Figure 1. The clock network (run 1).
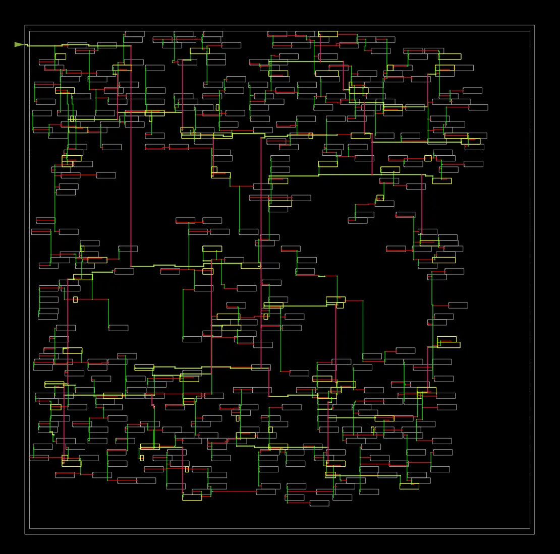
Figure 2. Signal wires on met4 (run 1).
The bar under the picture is 50 um long.
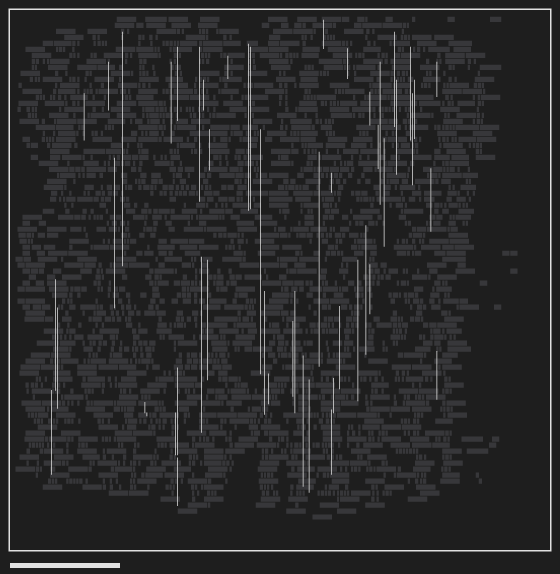
Figure 3. Wiring by layer (run 1).
Two of the layers only.
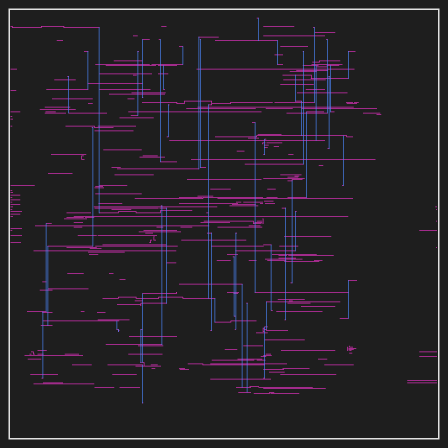
## src/rtl/sma_fb_multi_if.sv

```systemverilog
// Stream bundle for the multi-channel moving average: sample in, average out, plus sync clear.
// The master side is the sample source / result sink and the slave side is the averager.
interface sma_fb_multi_if #(
    parameter int DATA_W = 16,
    parameter int CH_W   = 2
);
    logic              clr;
    logic              in_valid;
    logic              in_ready;
    logic [CH_W-1:0]   in_ch;
    logic [DATA_W-1:0] in_data;
    logic              out_valid;
    logic              out_ready;
    logic [CH_W-1:0]   out_ch;
    logic [DATA_W-1:0] out_data;
    logic              out_full;

    modport master (
        output clr, in_valid, in_ch, in_data, out_ready,
        input  in_ready, out_valid, out_ch, out_data, out_full
    );
    modport slave (
        input  clr, in_valid, in_ch, in_data, out_ready,
        output in_ready, out_valid, out_ch, out_data, out_full
    );
endinterface

```

## src/rtl/sma_fb_multi.sv

```systemverilog
// Time-multiplexed moving average over 2**LOG_N samples per channel, using a feedback
// accumulator (acc += x - x[n-N]) with one registered output stage.
module sma_fb_ch #(
    parameter int DATA_W = 16,
    parameter int LOG_N  = 2,
    parameter int ACC_W  = DATA_W + LOG_N
) (
    input  logic                     clk,
    input  logic                     rst,
    input  logic                     clr_i,
    input  logic                     we_i,
    input  logic [DATA_W-1:0]        din_i,
    output logic signed [ACC_W-1:0]  acc_new_o,
    output logic                     full_next_o
);
    localparam int N = 1 << LOG_N;

    logic [N-1:0][DATA_W-1:0] hist_q;
    logic [LOG_N-1:0]         ptr_q;
    logic signed [ACC_W-1:0]  acc_q;
    logic [LOG_N:0]           fill_q;
    logic [DATA_W-1:0]        old_x;

    assign old_x       = hist_q[ptr_q];
    assign acc_new_o   = acc_q - {{LOG_N{old_x[DATA_W-1]}}, old_x}
                               + {{LOG_N{din_i[DATA_W-1]}}, din_i};
    assign full_next_o = (fill_q >= (LOG_N+1)'(N - 1));

    always_ff @(posedge clk or negedge rst) begin
        if (!rst) begin
            hist_q <= '0;
            ptr_q  <= '0;
            acc_q  <= '0;
            fill_q <= '0;
        end else if (clr_i) begin
            hist_q <= '0;
            ptr_q  <= '0;
            acc_q  <= '0;
            fill_q <= '0;
        end else if (we_i) begin
            hist_q[ptr_q] <= din_i;
            ptr_q         <= ptr_q + 1'b1;
            acc_q         <= acc_new_o;
            if (fill_q != (LOG_N+1)'(N)) fill_q <= fill_q + 1'b1;
        end
    end
endmodule

module sma_fb_multi #(
    parameter int DATA_W   = 16,
    parameter int LOG_N    = 2,
    parameter int CHANNELS = 4,
    parameter int ROUND    = 0
) (
    input  logic           clk,
    input  logic           rst,
    sma_fb_multi_if.slave  bus
);
    localparam int ACC_W = DATA_W + LOG_N;
    localparam int CH_W  = (CHANNELS > 1) ? $clog2(CHANNELS) : 1;
    localparam int RND   = (ROUND != 0) ? (1 << (LOG_N - 1)) : 0;

    logic [CHANNELS-1:0][ACC_W-1:0] acc_new;
    logic [CHANNELS-1:0]            full_next;
    logic [CHANNELS-1:0]            we;
    logic                           accept, in_range;
    logic signed [ACC_W-1:0]        acc_sel;
    logic                           full_sel;
    logic signed [ACC_W:0]          rnd_sum;

    logic              out_valid_q, out_full_q;
    logic [CH_W-1:0]   out_ch_q;
    logic [DATA_W-1:0] out_data_q;

    assign bus.in_ready = !bus.clr && (!out_valid_q || bus.out_ready);
    assign accept       = bus.in_valid && bus.in_ready;
    assign in_range     = 32'(bus.in_ch) < CHANNELS;

    for (genvar c = 0; c < CHANNELS; c++) begin : g_ch
        assign we[c] = accept && in_range && (bus.in_ch == CH_W'(c));
        sma_fb_ch #(.DATA_W(DATA_W), .LOG_N(LOG_N)) u_ch (
            .clk         (clk),
            .rst         (rst),
            .clr_i       (bus.clr),
            .we_i        (we[c]),
            .din_i       (bus.in_data),
            .acc_new_o   (acc_new[c]),
            .full_next_o (full_next[c])
        );
    end

    // Only the written channel matters; the select is don't-care when nothing is written.
    always_comb begin
        acc_sel  = '0;
        full_sel = 1'b0;
        for (int c = 0; c < CHANNELS; c++) begin
            if (we[c]) begin
                acc_sel  = acc_new[c];
                full_sel = full_next[c];
            end
        end
    end

    assign rnd_sum = {acc_sel[ACC_W-1], acc_sel} + (ACC_W+1)'(RND);

    always_ff @(posedge clk or negedge rst) begin
        if (!rst) begin
            out_valid_q <= 1'b0;
            out_ch_q    <= '0;
            out_data_q  <= '0;
            out_full_q  <= 1'b0;
        end else if (bus.clr) begin
            out_valid_q <= 1'b0;
        end else if (!out_valid_q || bus.out_ready) begin
            out_valid_q <= accept && in_range;
            if (accept && in_range) begin
                out_ch_q   <= bus.in_ch;
                out_data_q <= DATA_W'(rnd_sum >>> LOG_N);
                out_full_q <= full_sel;
            end
        end
    end

    assign bus.out_valid = out_valid_q;
    assign bus.out_ch    = out_ch_q;
    assign bus.out_data  = out_data_q;
    assign bus.out_full  = out_full_q;
endmodule

```

## src/flat_wrapper.sv

```systemverilog
// flat-port wrapper written by rule: the top's interface ports become plain ports
module sma_fb_multi_flat 
#(
    parameter int DATA_W   = 16,
    parameter int LOG_N    = 2,
    parameter int CHANNELS = 4,
    parameter int ROUND    = 0
)
  (clk, rst, bus_clr, bus_in_valid, bus_in_ch, bus_in_data, bus_out_ready, bus_in_ready, bus_out_valid, bus_out_ch, bus_out_data, bus_out_full);
  sma_fb_multi_if #(.DATA_W(DATA_W), .CH_W(2)) bus_i ();
  input  logic clk;
  input  logic rst;
  input wire logic [$bits(bus_i.clr)-1:0] bus_clr;
  input wire logic [$bits(bus_i.in_valid)-1:0] bus_in_valid;
  input wire logic [$bits(bus_i.in_ch)-1:0] bus_in_ch;
  input wire logic [$bits(bus_i.in_data)-1:0] bus_in_data;
  input wire logic [$bits(bus_i.out_ready)-1:0] bus_out_ready;
  output wire logic [$bits(bus_i.in_ready)-1:0] bus_in_ready;
  output wire logic [$bits(bus_i.out_valid)-1:0] bus_out_valid;
  output wire logic [$bits(bus_i.out_ch)-1:0] bus_out_ch;
  output wire logic [$bits(bus_i.out_data)-1:0] bus_out_data;
  output wire logic [$bits(bus_i.out_full)-1:0] bus_out_full;
  assign bus_i.clr = bus_clr;
  assign bus_i.in_valid = bus_in_valid;
  assign bus_i.in_ch = bus_in_ch;
  assign bus_i.in_data = bus_in_data;
  assign bus_i.out_ready = bus_out_ready;
  assign bus_in_ready = bus_i.in_ready;
  assign bus_out_valid = bus_i.out_valid;
  assign bus_out_ch = bus_i.out_ch;
  assign bus_out_data = bus_i.out_data;
  assign bus_out_full = bus_i.out_full;
  sma_fb_multi #(.DATA_W(DATA_W), .LOG_N(LOG_N), .CHANNELS(CHANNELS), .ROUND(ROUND)) u_core (.clk(clk), .rst(rst), .bus(bus_i));
endmodule
```

## config.mk

```make
export PLATFORM = sky130hd
export DESIGN_NAME = sma_fb_multi_flat
export DESIGN_NICKNAME = d
export VERILOG_FILES = /design/src/rtl/sma_fb_multi_if.sv /design/src/rtl/sma_fb_multi.sv /design/src/flat_wrapper.sv
export SDC_FILE = /design/constraint.sdc
export NUM_CORES = 1
export LEC_CHECK = 0
export CAP_MARGIN = 15
export CORE_MARGIN = 2
export CORE_UTILIZATION = 40
export CTS_CLUSTER_SIZE = 28
export DETAILED_ROUTE_END_ITERATION = 16
export GPL_TIMING_DRIVEN = 0
export MAX_ROUTING_LAYER = met4
export PLACE_DENSITY = 0.58
export SLEW_MARGIN = 0
export SYNTH_ARGS = -nofsm -noshare
export SYNTH_HDL_FRONTEND = slang
export SYNTH_HIERARCHICAL = 1
export SYNTH_SLANG_ARGS = --single-unit
```

## constraint.sdc

```tcl
create_clock -name clk -period 6 [get_ports clk]
set_input_delay 1.2 -clock clk [delete_from_list [all_inputs] [get_ports clk]]
set_output_delay 1.2 -clock clk [all_outputs]
set_load 0.01 [all_outputs]
```

==> results.py, run 1 <==
# Synthesis and PnR figures
metrics = {
    "outcome": {
        "outcome": "finished, final reports clean",
    },
    "worst_setup_path": {
        "crit_path_start": "bus_in_data[1]",
        "end_kind": "register",
        "critPathMaxStageDelay_ps": 960,
        "cp-start-kind": "input port",
        "worst_r2r_endpoint": "u_core/bus.out_data[12]$_DFFE_PN0P_",
        "cp_cell_sequence": "clkdlybuf4s50_1 > buf_16 > inv_1 > fa_1 > fa_1 > nor2b_4 > o2111ai_1 > a211oi_1 > o32ai_2 > o21ai_1 > xor2_1 > mux4_2 > mux2_4",
        "cp-endpoint": "u_core/bus.out_data[14]$_DFFE_PN0P_",
        "crit_arrival_ps": 5740,
        "path_class": "in -> reg",
        "cp_num_buf_inv": 3,
        "r2r_cells": 14,
        "required_ps": 6460,
        "path_depth": 13,
    },
    "min_path": {
        "hp-class": "reg -> reg",
        "hold_path.startpoint": "u_core/g_ch[0].u_ch/acc_q[11]$_DFFE_PN0P_",
        "hold_path_end": "u_core/g_ch[0].u_ch/acc_q[11]$_DFFE_PN0P_",
    },
    "power_and_ir_drop": {
        "power_frac_seq": 0.359,
        "p_seq_mw": 2.62,
        "combinationalPowerShare": 0.240,
        "p_clk_frac": 0.401,
        "p_sw_frac": 0.307,
        "total_power_mw": 7.30,
        "switching_power_mw": 2.24,
        "p_leak_nw": 11.6,
        "combinationalPower_mw": 1.75,
        "power_leader": "the clock network",
        "vdd_drop_max_v": 0.000253,
    },
    "placed_design": {
        "place_area_um2": 24900,
        "dpl_worst_slack_ps": 268,
        "dp_hpwl_mm": 51.7,
        "routabilityCongestion": 0.899,
        "portBuffers": 43,
    },
    "detailed_routing": {
        "finalWirelength_mm": 71.4,
        "drt_first_pass_iters": 5,
        "wl_met2_mm": 32.3,
        "first_iter_violations": 1695,
        "highest_layer": "met4",
        "detail-route-antenna-nets": 0,
        "drt-met1-wl_mm": 31.9,
    },
    "die": {
        "core_region_area_um2": 57600,
        "die_h_um": 245,
        "tap_cells": 765,
        "dieArea_um2": 60000,
    },
    "final_layout": {
        "post-route-util": 0.461,
        "layout_top_cell": "nand2_1",
        "design_area_um2": 26500,
        "clkCellAreaFrac": 0.0597,
        "seq_area_frac": 0.347,
        "layout.cells.non_filler": 3428,
        "buffers_excl_clock": 191,
        "inverters": 310,
        "flop-count": 368,
        "nMultiInputCombCells": 1712,
        "comb_area_frac": 0.463,
        "drive_gt1_frac": 0.0984,
        "final.fill_count": 5455,
        "buf_share": 0.0497,
        "final_cell_mix": "nand2_1 (577), dfrtp_1 (368), a21oi_1 (319)",
        "largest_reg_flops": 256,
        "dominant-cell-class": "combinational gates",
    },
    "final_timing": {
        "worst_pin_slew_ps": 884,
        "drv_slew": 0,
        "rsz0062_at_grt": "no",
        "fmax_mhz": 189,
        "post-route-period-util": 0.881,
        "setup_slack_ps": 716,
        "hold_ws_ps": 496,
        "hold_viol_final": 0,
        "min_period_ps": 5280,
    },
    "clocking": {
        "clkTransAtPathRegs_ps": 60,
        "hold_buffers": 0,
        "clockBufferDepth": 3,
        "clock_latency_ps": 590,
        "post_cts_resized": 0,
        "clock-root-buffer": "clkbuf_16",
        "cts_setup_buffers": 0,
    },
    "global_route": {
        "gr-usage-met1": 0.341,
        "grt_max_degree": 114,
        "antenna_found_initial": 1,
        "grt_pass1_wl_mm": 110,
    },
    "synth": {
        "synth_nets": 2719,
        "yosysWarnings": 6,
        "synth_cells": 2524,
        "avgSynthCellArea_um2": 9.20,
        "syn_area_um2": 23200,
    },
    "flow_run": {
        "maxCapViolCount": 0,
    },
}
Back to the opening pictures, Figure 1:
clk_skew: 43.0 ps
clock distribution power: 2.93 mW
clock buffers: 61

Back to the opening pictures, Figure 2:
The layer carries 2050 um of wire. The wires run mostly vertical. The layer holds 2.9% of the routed length. The longest straight run is 111 um. 33 nets have wire on it.

Back to the opening pictures, Figure 3:
metal 4: shown in blue, wire length 2050 um. metal 3: shown in magenta, wire length 5100 um.
post-DR wirelength/cell: 20.8 um
via count: 18600

Figure 4. Signal wires on met2 (run 1).
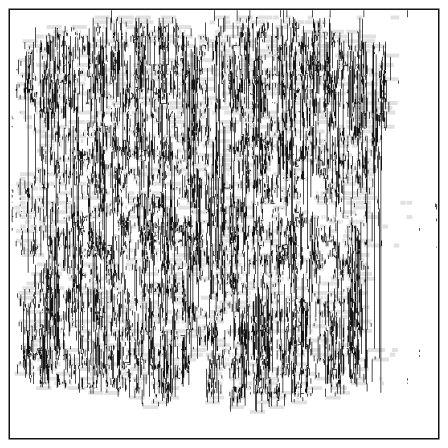

==> inputs of run 2 (changes only) <==
ABC_CLOCK_PERIOD_IN_PS = 6000   (was not set)
CORE_ASPECT_RATIO = 1.75   (was not set)
Figure 5. Signal wires on met2 (run 2).
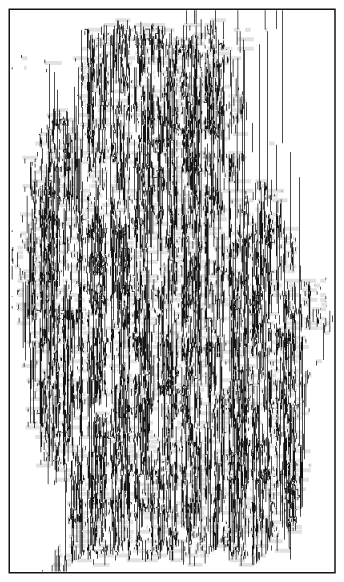
The longest straight run is 172 um. The layer carries 38.5 mm of wire. The wires run mostly vertical. The layer holds 52% of the routed length.

Figure 6. Cells by drive strength (run 2).
The bar under the picture is 50 um long.
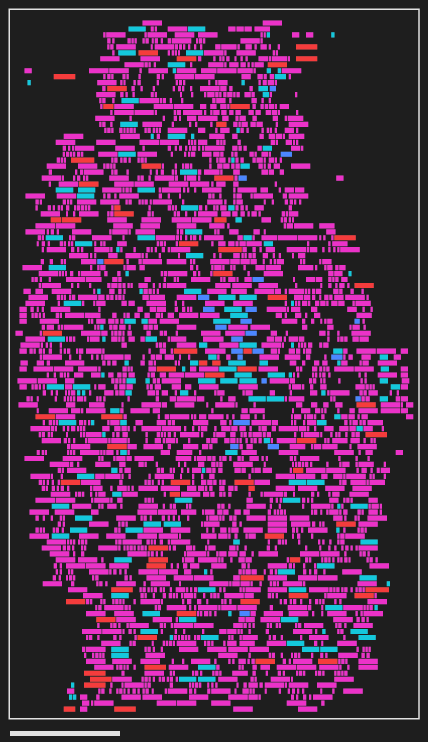
_0 and _1 cells: shown in magenta, cells 2400, share 91%, most used nand2_1. _2 cells: shown in cyan, cells 158, share 6.0%, most used mux4_2. _3 and _4 cells: shown in blue, cells 23, share 0.87%, most used mux2_4. _6 and larger: shown in red, cells 70, share 2.6%, most used clkbuf_16.
Design Area, Final: 26300 um2
P&R area growth vs syn: 13.1%
Worst Setup Slack, final: 834 ps
Non-clk bufs: 189

==> results.py, run 2 <==
# Synthesis and PnR figures
metrics = {
    "min_path": {
        "hold_path_end": "u_core/g_ch[2].u_ch/acc_q[9]$_DFFE_PN0P_",
        "hold_path.startpoint": "u_core/g_ch[2].u_ch/acc_q[9]$_DFFE_PN0P_",
        "hp-class": "reg -> reg",
    },
    "final_timing": {
        "hold_viol_final": 0,
        "worst_pin_slew_ps": 852,
        "rsz0062_at_grt": "no",
        "hold_ws_ps": 504,
        "finClkSkew_ps": 26.5,
        "min_period_ps": 5170,
        "drv_slew": 0,
        "post-route-period-util": 0.861,
        "fmax_mhz": 194,
    },
    "final_layout": {
        "nMultiInputCombCells": 1712,
        "comb_area_frac": 0.468,
        "final_cell_mix": "nand2_1 (577), dfrtp_1 (368), a21oi_1 (319)",
        "final.fill_count": 5517,
        "layout.cells.non_filler": 3418,
        "seq_area_frac": 0.350,
        "nClkBuffers": 56,
        "dominant-cell-class": "combinational gates",
        "flop-count": 368,
        "clkCellAreaFrac": 0.0518,
        "buf_share": 0.0491,
        "top_register": "u_core/g_ch.u_ch/hist_q",
        "drive_gt1_frac": 0.0947,
        "inverters": 310,
        "layout_top_cell": "nand2_1",
        "nets": 2815,
        "post-route-util": 0.458,
    },
    "power_and_ir_drop": {
        "vdd_drop_max_v": 0.000228,
        "p_sw_frac": 0.319,
        "total_power_mw": 7.02,
        "power_frac_seq": 0.381,
        "p_seq_mw": 2.67,
        "power_leader": "sequential cells",
        "combinationalPower_mw": 1.70,
        "switching_power_mw": 2.24,
        "combinationalPowerShare": 0.242,
        "p_leak_nw": 11.4,
        "p_clk_frac": 0.377,
        "clock_net_power_mw": 2.64,
    },
    "detailed_routing": {
        "drt_first_pass_iters": 6,
        "first_iter_violations": 1180,
        "highest_layer": "met4",
        "wl_met2_mm": 38.5,
        "detail-route-antenna-nets": 0,
        "drt-met1-wl_mm": 27.9,
    },
    "worst_setup_path": {
        "path_common_cell": "inv_1",
        "path_depth": 13,
        "end_kind": "register",
        "crit_arrival_ps": 5620,
        "critPathMaxStageDelay_ps": 1010,
        "crit_path_start": "bus_in_data[2]",
        "path_class": "in -> reg",
        "r2r_cells": 15,
        "cp_cell_sequence": "clkdlybuf4s50_1 > buf_16 > inv_1 > fa_1 > inv_1 > ha_1 > o21ai_0 > o21bai_2 > a2111oi_0 > o31ai_1 > and2_1 > mux4_2 > mux2_2",
        "required_ps": 6460,
        "cp-start-kind": "input port",
        "cp_num_buf_inv": 4,
        "cp-endpoint": "u_core/bus.out_data[5]$_DFFE_PN0P_",
        "worst_r2r_endpoint": "u_core/bus.out_data[15]$_DFFE_PN0P_",
    },
    "die": {
        "dieArea_um2": 60100,
        "tap_cells": 767,
        "die_h_um": 323,
        "num_rows": 116,
    },
    "global_route": {
        "antenna_found_initial": 1,
        "gr-usage-met1": 0.295,
        "grt_max_degree": 120,
        "grt_pass1_wl_mm": 114,
    },
    "outcome": {
        "outcome": "finished, final reports clean",
    },
    "placed_design": {
        "place_area_um2": 24900,
        "dpl_worst_slack_ps": 300,
        "dp_hpwl_mm": 54.5,
        "portBuffers": 43,
    },
    "clocking": {
        "clkTransAtPathRegs_ps": 60,
        "clock-root-buffer": "clkbuf_16",
        "cts_setup_buffers": 0,
        "clockBufferDepth": 3,
        "hold_buffers": 0,
        "post_cts_resized": 0,
        "clock_latency_ps": 570,
    },
    "synth": {
        "yosysWarnings": 6,
        "syn_area_um2": 23200,
        "avgSynthCellArea_um2": 9.20,
        "synth_nets": 2719,
        "synth_cells": 2524,
    },
    "flow_run": {
        "maxCapViolCount": 0,
    },
}
Figure 7. Signal wires on met4 (run 2).
The bar under the picture is 50 um long.
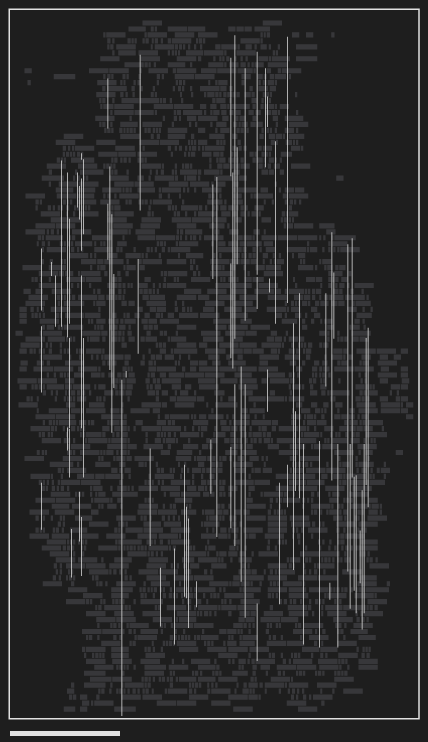
56 nets have wire on it. The layer carries 4530 um of wire. The layer holds 6.1% of the routed length. The longest straight run is 164 um. The wires run mostly vertical.
routed wire length: 73.9 mm
via count: 18500

==> inputs of run 3 (changes only) <==
ABC_CLOCK_PERIOD_IN_PS = 5200   (was 6000)
DONT_BUFFER_PORTS = 1   (was not set)
PLACE_DENSITY = 0.57   (was 0.58)
clock period = 5.2 ns   (was 6 ns; I/O delays follow)
Figure 8. Signal wires on met4 (run 3).
The bar under the picture is 50 um long.
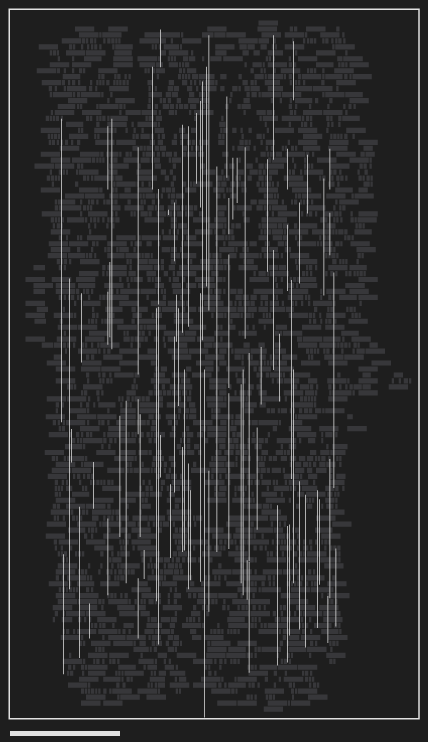
The layer holds 6.9% of the routed length. The layer carries 5060 um of wire.

Figure 9. Cells by drive strength (run 3).
The bar under the picture is 50 um long.
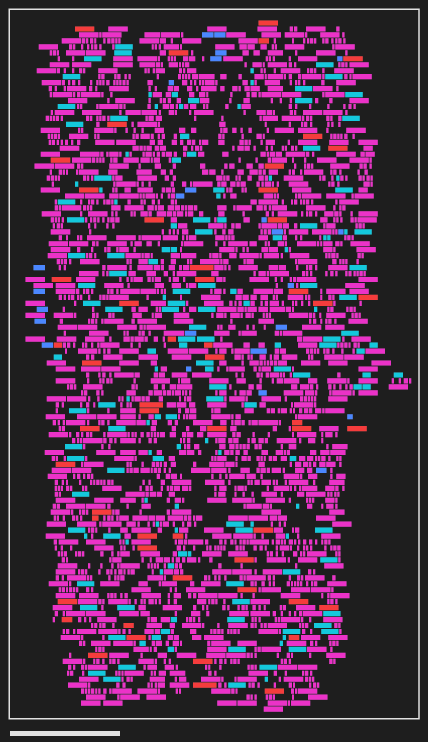
_6 and larger: shown in red, cells 54, share 2.1%, most used clkbuf_16. _3 and _4 cells: shown in blue, cells 24, share 0.93%, most used mux2_4. _2 cells: shown in cyan, cells 156, share 6.0%, most used mux4_2. _0 and _1 cells: shown in magenta, cells 2360, share 91%, most used nand2_1.
P&R area growth vs syn: 9.80%
Non-clk bufs: 134
Worst Setup Slack, final: 202 ps
Design Area, Final: 25500 um2

==> results.py, run 3 <==
# Synthesis and PnR figures
metrics = {
    "final_layout": {
        "seq_area_frac": 0.361,
        "top_register": "u_core/g_ch.u_ch/hist_q",
        "largest_reg_flops": 256,
        "inverters": 310,
        "comb_area_frac": 0.482,
        "layout_top_cell": "nand2_1",
        "nets": 2760,
        "clkCellAreaFrac": 0.0512,
        "nClkBuffers": 56,
        "final.fill_count": 5588,
        "dominant-cell-class": "combinational gates",
    },
    "power_and_ir_drop": {
        "combinationalPower_mw": 1.69,
        "power_leader": "sequential cells",
        "combinationalPowerShare": 0.219,
        "p_sw_frac": 0.312,
        "clock_net_power_mw": 2.93,
        "total_power_mw": 7.70,
        "p_seq_mw": 3.08,
        "p_clk_frac": 0.381,
        "p_leak_nw": 11.1,
        "vdd_drop_max_v": 0.000196,
    },
    "worst_setup_path": {
        "critPathMaxStageDelay_ps": 550,
        "r2r_cells": 14,
        "worst_r2r_endpoint": "u_core/bus.out_data[12]$_DFFE_PN0P_",
        "cp_num_buf_inv": 4,
        "crit_arrival_ps": 5460,
        "required_ps": 5660,
        "cp_cell_sequence": "clkbuf_1 > buf_1 > mux4_2 > fa_1 > inv_1 > ha_1 > buf_2 > a21o_1 > a31oi_1 > o21ai_1 > a221oi_2 > xnor2_1 > mux4_2 > mux2_4",
        "cp-start-kind": "register",
        "crit_path_start": "u_core/g_ch[2].u_ch/ptr_q[1]$_DFFE_PN0P_",
        "cp-endpoint": "u_core/bus.out_data[12]$_DFFE_PN0P_",
        "path_class": "reg -> reg",
        "path_common_cell": "mux4_2",
    },
    "flow_run": {
        "maxCapViolCount": 0,
    },
    "final_timing": {
        "worst_pin_slew_ps": 896,
        "post-route-period-util": 0.961,
        "drv_slew": 0,
        "min_period_ps": 5000,
        "rsz0062_at_grt": "no",
        "finClkSkew_ps": 31.3,
        "hold_ws_ps": 192,
        "hold_viol_final": 0,
    },
    "outcome": {
        "outcome": "finished, final reports clean",
    },
    "detailed_routing": {
        "drt_first_pass_iters": 5,
        "routedWlPerCell_um": 21.9,
        "first_iter_violations": 1104,
        "highest_layer": "met4",
        "wl_met2_mm": 38.5,
        "finalWirelength_mm": 73.6,
        "vias": 18200,
    },
    "global_route": {
        "grt_max_degree": 369,
        "antenna_found_initial": 0,
        "gr-usage-met1": 0.275,
        "grt_pass1_wl_mm": 112,
    },
    "clocking": {
        "clockBufferDepth": 3,
        "clock-root-buffer": "clkbuf_16",
        "post_cts_resized": 1,
        "hold_buffers": 0,
        "clock_latency_ps": 570,
    },
    "die": {
        "num_rows": 116,
        "dieArea_um2": 60100,
        "die_h_um": 323,
        "core_region_area_um2": 57300,
    },
    "placed_design": {
        "dp_hpwl_mm": 52.9,
        "place_area_um2": 24200,
    },
    "synth": {
        "synth_nets": 2719,
        "avgSynthCellArea_um2": 9.20,
        "yosysWarnings": 6,
        "synth_cells": 2524,
        "syn_area_um2": 23200,
    },
    "min_path": {
        "hp-class": "in -> async",
    },
}
Figure 10. Wiring by layer (run 3).
Two of the layers only.
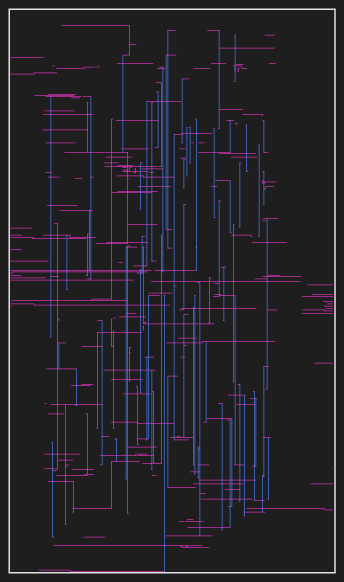
metal 4: shown in blue, wire length 5060 um. metal 3: shown in magenta, wire length 3120 um.

No activity file was given, so power comes from the tool's default toggle rates.
